==> images/layer_met3.png <==
Scale: 3 px per um.
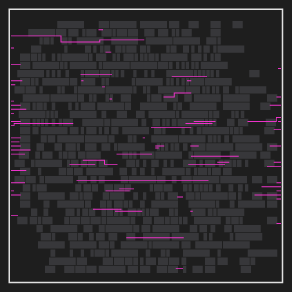
==> images/placement_by_type.png <==
Scale: 4 px per um.
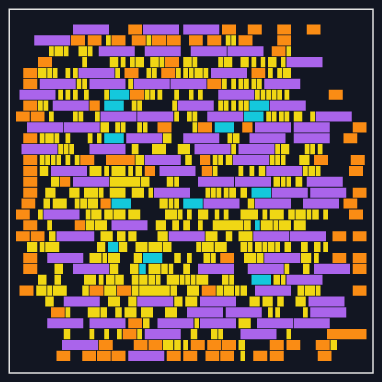
==> images/metal_density.png <==
Scale: 4 px per um. 18 x 18 tiles, from white (low) to dark blue (high), scaled to the fullest tile. Values are wire area over tile area, all layers added.
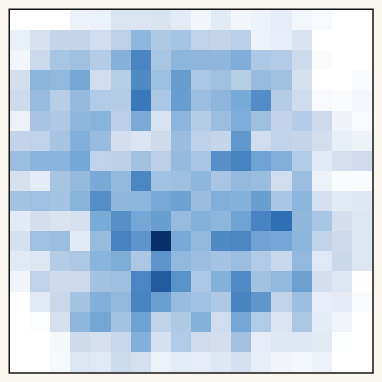
$ cat src/rtl/fetch_unit.sv
// fetch_unit: instruction fetch with one-entry skid buffer, flush/redirect, and registered IF_ID outputs.
// Optional FETCH_COUNT_EN adds o_num_inst, a count of consumed instructions.
module fetch_unit #(
  parameter int WORD_SIZE = 16
) (
  input  logic                 clk,
  input  logic                 reset_n,
  input  logic                 hazard,
  input  logic                 IF_flush,
  input  logic [WORD_SIZE-1:0] redirect_pc,
  output logic                 o_readM,
  output logic [WORD_SIZE-1:0] o_addr,
  input  logic                 i_mem_ready,
  input  logic [WORD_SIZE-1:0] i_mem_data,
  output logic [WORD_SIZE-1:0] o_pc,
  output logic [WORD_SIZE-1:0] o_Idata,
  output logic                 o_valid
`ifdef FETCH_COUNT_EN
  ,
  output logic [WORD_SIZE-1:0] o_num_inst
`endif
);
  typedef enum logic [1:0] {S_REQ, S_HOLD, S_RESTART} state_t;
  state_t               state_q, state_d;
  logic [WORD_SIZE-1:0] pc_q, pc_d, opc_q, opc_d, odata_q, odata_d;
  logic [WORD_SIZE-1:0] skid_pc_q, skid_pc_d, skid_data_q, skid_data_d;
  logic                 ovalid_q, ovalid_d;
  logic [WORD_SIZE-1:0] pc_inc;
  assign pc_inc  = pc_q + WORD_SIZE'(1);
  assign o_readM = state_q == S_REQ;
  assign o_addr  = pc_q;
  assign o_pc    = opc_q;
  assign o_Idata = odata_q;
  assign o_valid = ovalid_q;
  always_comb begin
    state_d     = state_q;
    pc_d        = pc_q;
    opc_d       = opc_q;
    odata_d     = odata_q;
    ovalid_d    = ovalid_q;
    skid_pc_d   = skid_pc_q;
    skid_data_d = skid_data_q;
    if (IF_flush) begin
      pc_d     = redirect_pc;
      ovalid_d = 1'b0;
      state_d  = S_RESTART;
    end else begin
      case (state_q)
        S_REQ: begin
          if (i_mem_ready) begin
            pc_d = pc_inc;
            if (!ovalid_q || !hazard) begin
              odata_d  = i_mem_data;
              opc_d    = pc_inc;
              ovalid_d = 1'b1;
            end else begin
              skid_data_d = i_mem_data;
              skid_pc_d   = pc_inc;
              state_d     = S_HOLD;
            end
          end else if (!hazard) begin
            ovalid_d = 1'b0;
          end
        end
        S_HOLD: begin
          if (!hazard) begin
            odata_d  = skid_data_q;
            opc_d    = skid_pc_q;
            ovalid_d = 1'b1;
            state_d  = S_REQ;
          end
        end
        default: state_d = S_REQ;
      endcase
    end
  end
  always_ff @(posedge clk or posedge reset_n) begin
    if (reset_n) begin
      state_q     <= S_RESTART;
      pc_q        <= '0;
      opc_q       <= '0;
      odata_q     <= '0;
      ovalid_q    <= 1'b0;
      skid_pc_q   <= '0;
      skid_data_q <= '0;
    end else begin
      state_q     <= state_d;
      pc_q        <= pc_d;
      opc_q       <= opc_d;
      odata_q     <= odata_d;
      ovalid_q    <= ovalid_d;
      skid_pc_q   <= skid_pc_d;
      skid_data_q <= skid_data_d;
    end
  end
`ifdef FETCH_COUNT_EN
  logic [WORD_SIZE-1:0] num_q, num_d;
  assign num_d      = num_q + WORD_SIZE'(ovalid_q & ~hazard & ~IF_flush);
  assign o_num_inst = num_q;
  always_ff @(posedge clk or posedge reset_n) begin
    if (reset_n) num_q <= '0;
    else num_q <= num_d;
  end
`endif
endmodule
$ cat config.mk
export PLATFORM = sky130hd
export DESIGN_NAME = fetch_unit
export DESIGN_NICKNAME = d
export VERILOG_FILES = /design/src/rtl/fetch_unit.sv
export SDC_FILE = /design/constraint.sdc
export NUM_CORES = 1
export LEC_CHECK = 0
export CAP_MARGIN = 20
export CORE_UTILIZATION = 51
export DETAILED_ROUTE_END_ITERATION = 8
export PLACE_DENSITY_LB_ADDON = 0.3
export SETUP_SLACK_MARGIN = 0.15
export SYNTH_ARGS = -nofsm -noshare
export SYNTH_HDL_FRONTEND = slang
export SYNTH_SLANG_ARGS = --single-unit
export TNS_END_PERCENT = 10
$ cat constraint.sdc
create_clock -name clk -period 3.62 [get_ports clk]
set_input_delay 0.543 -clock clk [delete_from_list [all_inputs] [get_ports clk]]
set_output_delay 0.543 -clock clk [all_outputs]
set_load 0.05 [all_outputs]
==> impl_metrics.json <==
{
  "finClkSkew_ns": 0.004607,
  "outcome": "complete, no violations",
  "fin_area_um2": 5101,
  "clk_pin_slew_ns": 0.07,
  "hold_buffers": 0,
  "fill_cells": 576,
  "p_leak_nw": 2.126,
  "inverters": 3,
  "slew_headroom_pct": 47.66,
  "cts_setup_buffers": 0,
  "rsz0062_at_grt": "false",
  "p_int_mw": 1.684,
  "wl_met1_um": 4199,
  "switchingPower_uw": 980.4,
  "clk_latency_ns": 0.34,
  "vias": 3440,
  "grt.total_usage_pct": 23.78,
  "worst-r2r-setup-slack_ns": 1.19,
  "critPathKind": "in2reg",
  "grt_pass1_wl_um": 15700,
  "die_y_um": 90.55,
  "layout_top_cells": "132 x nand2_1, 86 x clkdlybuf4s50_1, 82 x dfrtp_1"
}
About layer_met3.png:
share of all routed wire = 4.4%
wire length on this layer = 405 um

About placement_by_type.png:
flops -> purple  # cells 83, share of their area 42%
clock drivers and dummy loads -> cyan  # cells 14, share of their area 3.4%
other buffers and delay cells -> orange  # cells 96, share of their area 19%
combinational and other logic -> yellow  # cells 332, share of their area 35%

About metal_density.png:
densest ninth of the die = centre
fullest tile = 0.60
mean over tiles = 0.18
nearly empty tiles = 7.4%

==> Yosys cell counts, drive strengths merged, types with 2 or more instances <==
cell type	instances	area share, %
o31ai	3	0.56
a31oi	19	3.0
a21oi	2	0.25
o31a	5	1.1
nand4	5	1.5
buf	11	1.6
nor2b	3	0.47
dfrtp	82	51
mux2i	5	1.3
nand2	132	12
inv	3	0.28
a311oi	2	0.44
nor3	9	1.1
clkbuf	25	2.4
nand2b	3	0.47
o21ai	29	3.6
nand3	14	1.8
nor4	11	2.1
or4	2	0.47
xnor2	19	4.2
nor2	40	3.8
o211ai	8	1.5
a22oi	2	0.38
or3	2	0.31
xor2	3	0.66
